ff_map.png
Other sequential cells in the stronger gray, the rest of the logic in the fainter gray.
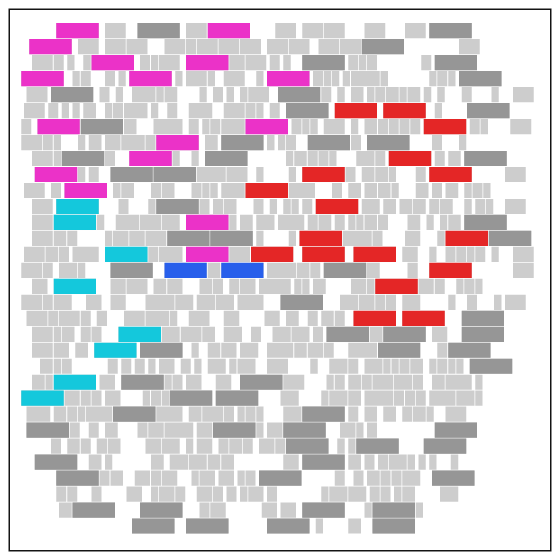
route_heat.png
Bar = 20 um. The die is cut into 18 by 18 equal tiles; black is low, pale yellow is high, scaled to the fullest tile. Values are wire area over tile area, all layers added.
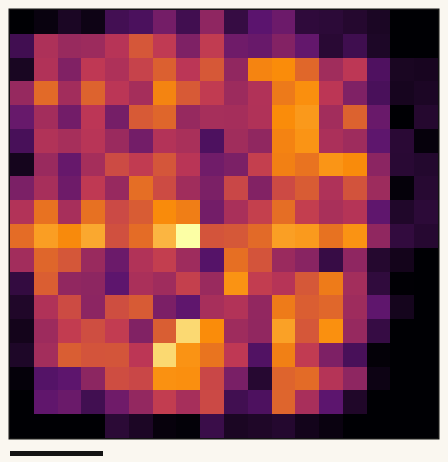
placed.png
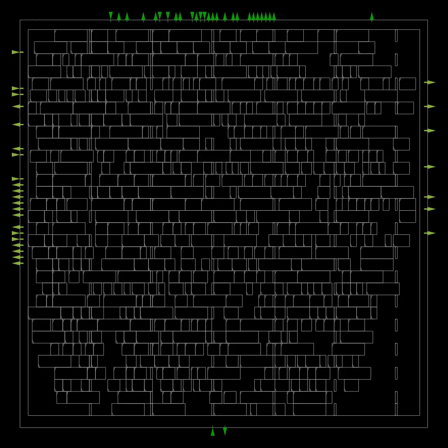
## src/rtl/cam_cap_pkg.sv

```systemverilog
// rtl/cam_cap_pkg.sv - shared types and constants for the camera frame writer
package cam_cap_pkg;

  typedef enum logic [1:0] {
    IDLE    = 2'd0,
    ARMED   = 2'd1,
    SYNC    = 2'd2,
    CAPTURE = 2'd3
  } cap_state_e;

  localparam int PIX_W  = 16;
  localparam int ADDR_W = 16;

  localparam int DEF_IMG_W = 640;
  localparam int DEF_IMG_H = 480;
  localparam int DEF_X_OFS = 192;
  localparam int DEF_Y_OFS = 112;
  localparam int DEF_WIN_W = 256;
  localparam int DEF_WIN_H = 256;

  typedef struct packed {
    logic [4:0] r;
    logic [5:0] g;
    logic [4:0] b;
  } rgb565_t;

  // Gradient pattern: red/blue follow the column, green follows the row.
  function automatic logic [PIX_W-1:0] test_pixel(input logic [7:0] col, input logic [7:0] row);
    rgb565_t p;
    p.r = col[7:3];
    p.g = row[7:2];
    p.b = col[7:3];
    return p;
  endfunction

endpackage

```

## src/rtl/cam_byte_pack.sv

```systemverilog
// rtl/cam_byte_pack.sv - pairs OV7670 bytes into 16-bit pixels
module cam_byte_pack
  import cam_cap_pkg::*;
(
  input  logic             w_clk,
  input  logic             rst,
  input  logic             href,
  input  logic [7:0]       data,
  output logic             pix_valid,
  output logic [PIX_W-1:0] pixel
);

  logic       phase;
  logic [7:0] hi;

  always_ff @(posedge w_clk) begin
    if (rst) begin
      phase <= 1'b0;
      hi    <= 8'd0;
    end else begin
      phase <= href ? ~phase : 1'b0;
      if (href && !phase) hi <= data;
    end
  end

  assign pix_valid = href & phase;
  assign pixel     = {hi, data};

endmodule

```

## src/rtl/cam_frame_writer.sv

```systemverilog
// rtl/cam_frame_writer.sv - crops sensor frames into the frame buffer write port
// Optional CAP_TESTPAT_EN adds test_mode, replacing camera pixels by a gradient.
module cam_frame_writer
  import cam_cap_pkg::*;
#(
  parameter int IMG_W = DEF_IMG_W,
  parameter int IMG_H = DEF_IMG_H,
  parameter int X_OFS = DEF_X_OFS,
  parameter int Y_OFS = DEF_Y_OFS,
  parameter int WIN_W = DEF_WIN_W,
  parameter int WIN_H = DEF_WIN_H
) (
  input  logic              w_clk,
  input  logic              rst,
  input  logic              cap_en,
  input  logic              cam_vsync,
  input  logic              cam_href,
  input  logic [7:0]        cam_data,
  input  logic              r_rd,
`ifdef CAP_TESTPAT_EN
  input  logic              test_mode,
`endif
  output logic [PIX_W-1:0]  d_in_a,
  output logic [ADDR_W-1:0] w_addr,
  output logic              w_en_a,
  output logic              frame_done,
  output logic              busy,
  output logic [7:0]        drop_cnt
);

  localparam logic [15:0]     IMG_W_L = 16'(IMG_W);
  localparam logic [15:0]     IMG_H_L = 16'(IMG_H);
  localparam logic [15:0]     X_OFS_L = 16'(X_OFS);
  localparam logic [15:0]     Y_OFS_L = 16'(Y_OFS);
  localparam logic [15:0]     X_END_L = 16'(X_OFS + WIN_W);
  localparam logic [15:0]     Y_END_L = 16'(Y_OFS + WIN_H);
  localparam logic [ADDR_W:0] TOTAL   = (ADDR_W+1)'(WIN_W * WIN_H);

  cap_state_e state, state_n;

  logic              vsync_q, href_q;
  logic              vs_rise, vs_fall, href_fall;
  logic [15:0]       px, ln;
  logic [ADDR_W:0]   wcnt;
  logic              pix_valid;
  logic [PIX_W-1:0]  pixel, pix_out;
  logic              in_win, wr_fire;
  logic              clr_cnt, drop_inc, done_set, abort;
  logic              w_en_q;

  cam_byte_pack u_pack (
    .w_clk     (w_clk),
    .rst       (rst),
    .href      (cam_href),
    .data      (cam_data),
    .pix_valid (pix_valid),
    .pixel     (pixel)
  );

  assign vs_rise   = cam_vsync & ~vsync_q;
  assign vs_fall   = ~cam_vsync & vsync_q;
  assign href_fall = ~cam_href & href_q;

  always_ff @(posedge w_clk) begin
    if (rst) begin
      state   <= IDLE;
      vsync_q <= 1'b0;
      href_q  <= 1'b0;
    end else begin
      state   <= state_n;
      vsync_q <= cam_vsync;
      href_q  <= cam_href;
    end
  end

  always_comb begin
    state_n  = state;
    clr_cnt  = 1'b0;
    drop_inc = 1'b0;
    done_set = 1'b0;
    abort    = 1'b0;
    case (state)
      IDLE:    if (cap_en) state_n = ARMED;
      ARMED:   if (cam_vsync) state_n = SYNC;
      SYNC: begin
        if (vs_fall) begin
          if (r_rd) begin
            drop_inc = 1'b1;
            state_n  = ARMED;
          end else begin
            clr_cnt = 1'b1;
            state_n = CAPTURE;
          end
        end
      end
      CAPTURE: begin
        // The reader lock wins over a coincident end of frame.
        if (r_rd) begin
          abort    = 1'b1;
          drop_inc = 1'b1;
          state_n  = ARMED;
        end else if (vs_rise) begin
          state_n = cap_en ? ARMED : IDLE;
          if (wcnt == TOTAL) done_set = 1'b1;
          else               drop_inc = 1'b1;
        end
      end
      default: state_n = IDLE;
    endcase
  end

  assign in_win  = (px >= X_OFS_L) && (px < X_END_L) && (ln >= Y_OFS_L) && (ln < Y_END_L);
  assign wr_fire = (state == CAPTURE) && !r_rd && pix_valid && in_win && (wcnt != TOTAL);

`ifdef CAP_TESTPAT_EN
  logic [7:0] col, row;
  assign col     = px[7:0] - X_OFS_L[7:0];
  assign row     = ln[7:0] - Y_OFS_L[7:0];
  assign pix_out = test_mode ? test_pixel(col, row) : pixel;
`else
  assign pix_out = pixel;
`endif

  always_ff @(posedge w_clk) begin
    if (rst || clr_cnt) begin
      px   <= 16'd0;
      ln   <= 16'd0;
      wcnt <= '0;
    end else if (state == CAPTURE) begin
      if (href_fall) begin
        px <= 16'd0;
        if (ln != IMG_H_L) ln <= ln + 16'd1;
      end else if (pix_valid && px != IMG_W_L) begin
        px <= px + 16'd1;
      end
      if (wr_fire) wcnt <= wcnt + 1'b1;
    end
  end

  always_ff @(posedge w_clk) begin
    if (rst) begin
      w_en_q     <= 1'b0;
      d_in_a     <= '0;
      w_addr     <= '0;
      frame_done <= 1'b0;
      drop_cnt   <= 8'd0;
    end else begin
      w_en_q     <= wr_fire;
      frame_done <= done_set;
      if (wr_fire) begin
        d_in_a <= pix_out;
        w_addr <= wcnt[ADDR_W-1:0];
      end
      if (drop_inc && drop_cnt != 8'hFF) drop_cnt <= drop_cnt + 8'd1;
    end
  end

  // A write already registered is killed as soon as the reader locks or reset hits.
  assign w_en_a = w_en_q & ~abort & ~rst;
  assign busy   = (state == SYNC) || (state == CAPTURE);

endmodule

```

## config.mk

```make
export PLATFORM = sky130hd
export DESIGN_NAME = cam_frame_writer
export DESIGN_NICKNAME = d
export VERILOG_FILES = /design/src/rtl/cam_cap_pkg.sv /design/src/rtl/cam_byte_pack.sv /design/src/rtl/cam_frame_writer.sv
export SDC_FILE = /design/constraint.sdc
export NUM_CORES = 1
export LEC_CHECK = 0
export ABC_CLOCK_PERIOD_IN_PS = 3650
export CAP_MARGIN = 15
export CORE_MARGIN = 1.5
export CORE_UTILIZATION = 60
export DETAILED_ROUTE_END_ITERATION = 10
export PLACE_DENSITY = 0.85
export SLEW_MARGIN = 25
export SYNTH_ARGS = -nofsm -noshare
export SYNTH_HDL_FRONTEND = slang
export SYNTH_HIERARCHICAL = 1
export SYNTH_SLANG_ARGS = --single-unit
```

## constraint.sdc

```tcl
create_clock -name w_clk -period 3.65 [get_ports w_clk]
set_input_delay 0.73 -clock w_clk [delete_from_list [all_inputs] [get_ports w_clk]]
set_output_delay 0.73 -clock w_clk [all_outputs]
set_load 0.1 [all_outputs]
```

==> run summary <==
run metrics: status finished clean, Post-Syn Area 4740 um^2, crit share post-route 75.3%, comb pwr 0.0000872 W, CTS tree yes, antenna-violating nets left 0, GRT Total Usage 25.2%, Critical Path Max Stage Delay 550 ps, Post-synth EDFFs 0, largest area contributor in the netlist dfxtp_1, Yosys warnings 6, Avg Vias per Cell 5.99, switch share 24.9%, Final nets 630, H-tree levels 3, Post-Synth Adder-Cell Area 1.85%, Max FO, Critical Path 8, max-cap violations 0, hold buffers post-CTS 0, Pwr Density 350 nW/um^2, Diodes inserted 0, Hold WS 457 ps, max_slew headroom 32.4%, cell family with most CP delay buffers and inverters, FF-to-FF Start wcnt[0], reg2reg setup slack 1300 ps, Chip Area, Yosys 4740 um^2, HPWL Detailed 7050 um, R2R cell count 7, clock sink total 104, Synth top cell by count dfxtp_1, min-delay src u_pack/hi[2], DRT Pass-1 Iters 5, clock network fraction of design power 35.0%, Max clock buf depth 2, Mux area share 0.448%, Wirelength per Cell 14.5 um, largest net degree at the start of global routing 67, clock-pin slew on the worst setup and hold paths 110 ps, DRC viols 0, Max IR drop VDD 0.000246 V, Root Driver clkbuf_8, Yosys reg bits 104, GR Overflow Total 0, Fin. Hold Viols 0, Pleak 1.66 nW, Yosys Instances 575, async set or reset register ratio after synthesis 0%, simple share 28.7%, largest power group sequential cells, worst r2r dst drop_cnt[5], slowest cell on the critical path clkdlybuf4s50_1, Worst-Skew Late Latency 370 ps, Syn Area/Cell 8.25 um^2, Cell Type Count 53, Seq/Total Area, Yosys 43.9%, area share, top type 43.9%, XORs/XNORs by Area 2.22%, crit-path cells clkdlybuf4s50_1 > a311oi_2 > buf_4, Hold WC Path Type register to register, Clk power 0.000668 W, Critical Path End Type primary output, syn nets 596, GRT met3 Usage 4.48%, Routed WL 10400 um, final instance area 5460 um^2, count of tool warnings 29, drt initial violations 203, layout cell share with drive strength beyond 1 5.54%, Total Power 0.00191 W, die height 91.9 um, post-synthesis cell count 575, routed vias 4289
-- ff_map.png (at the start) --
legend:
  red:
    netlist_name: wcnt
    placed_flops: 17
  magenta:
    netlist_name: d_in_a
    placed_flops: 16
  cyan:
    netlist_name: drop_cnt
    placed_flops: 8
    where: middle left
  blue:
    netlist_name: state
    placed_flops: 2
post-layout util: 71.0%
flop share of the area: 38.1%
sequential power: 0.00116 W
area occupied by registers: 2080 um^2

-- route_heat.png (at the start) --
nearly empty tiles: 11%
fullest tile: 0.51
emptiest ninth of the die: lower right
tiles over half the peak: 33%
densest ninth of the die: center
mean over tiles: 0.20

-- placed.png (at the start) --
non-filler cells, final: 716
# rows: 32
layout filler cell count: 627
TAP cells: 102

==> state kept, by name, summed over array words and instances, names as in the netlist, 2 cells and up <==
name,count
u_pack/hi,8
w_addr,16
state,2
drop_cnt,8
px,16
wcnt,17
ln,16
d_in_a,16
==> stage by stage <==
stage	setup WS [ps]	cells
2_1_floorplan	620	575
3_3_place_gp	701	700
3_5_place_dp	613	700
4_1_cts	893	716
5_1_grt	807	716
6_report	902	716
==> area by class of cell <==
class,count,share of cell area [%]
inverters,19,1.31
repair buffers,63,11.0
multi-input cells,412,43.9
clock buffers,10,2.34
clock inverters,6,0.963
well taps,102,2.34
flip-flops and latches,104,38.1
==> how the worst max path moves through the flow <==
stage	startpoint	slack, ps	to
6_report	r_rd	900	w_en_a
2_1_floorplan	rst	620	w_en_a
3_5_place_dp	cam_href	610	wcnt[4]
3_3_place_gp	cam_href	700	wcnt[6]
5_1_grt	cam_href	810	wcnt[4]
4_1_cts	r_rd	890	w_en_a
==> placed cells by master (no fill, tap or decap), drive strengths merged, types with 5 or more instances in the layout <==
cell type,n
dfxtp,104
nand4,17
clkdlybuf4s50,53
nor4,8
or4,15
clkbuf,10
ha,7
buf,10
xnor2,10
inv,21
o31ai,15
nor3,6
nand3,24
nand2b,8
nor2b,5
nand2,86
or3,23
a21oi,77
nor2,23
and3,8
o21ai,33
nand4bb,8
==> kinds of logic after synthesis <==
kind of cell | after synthesis
AND-OR/OR-AND | 141
XOR/XNOR | 12
adder cells (fa/ha/maj) | 7
buffers and inverters | 59
flip-flops | 104
multiplexers | 2
AND/OR/NAND/NOR | 250
==> per-layer routing <==
layer / share of wire, % / vias up
met3: 4.2 / 19
met2: 48 / 92
li1: - / 2130
met4: 2.4 / 0
met5: 0 / -
met1: 45 / 2048
Power and IR drop assume default switching activity.
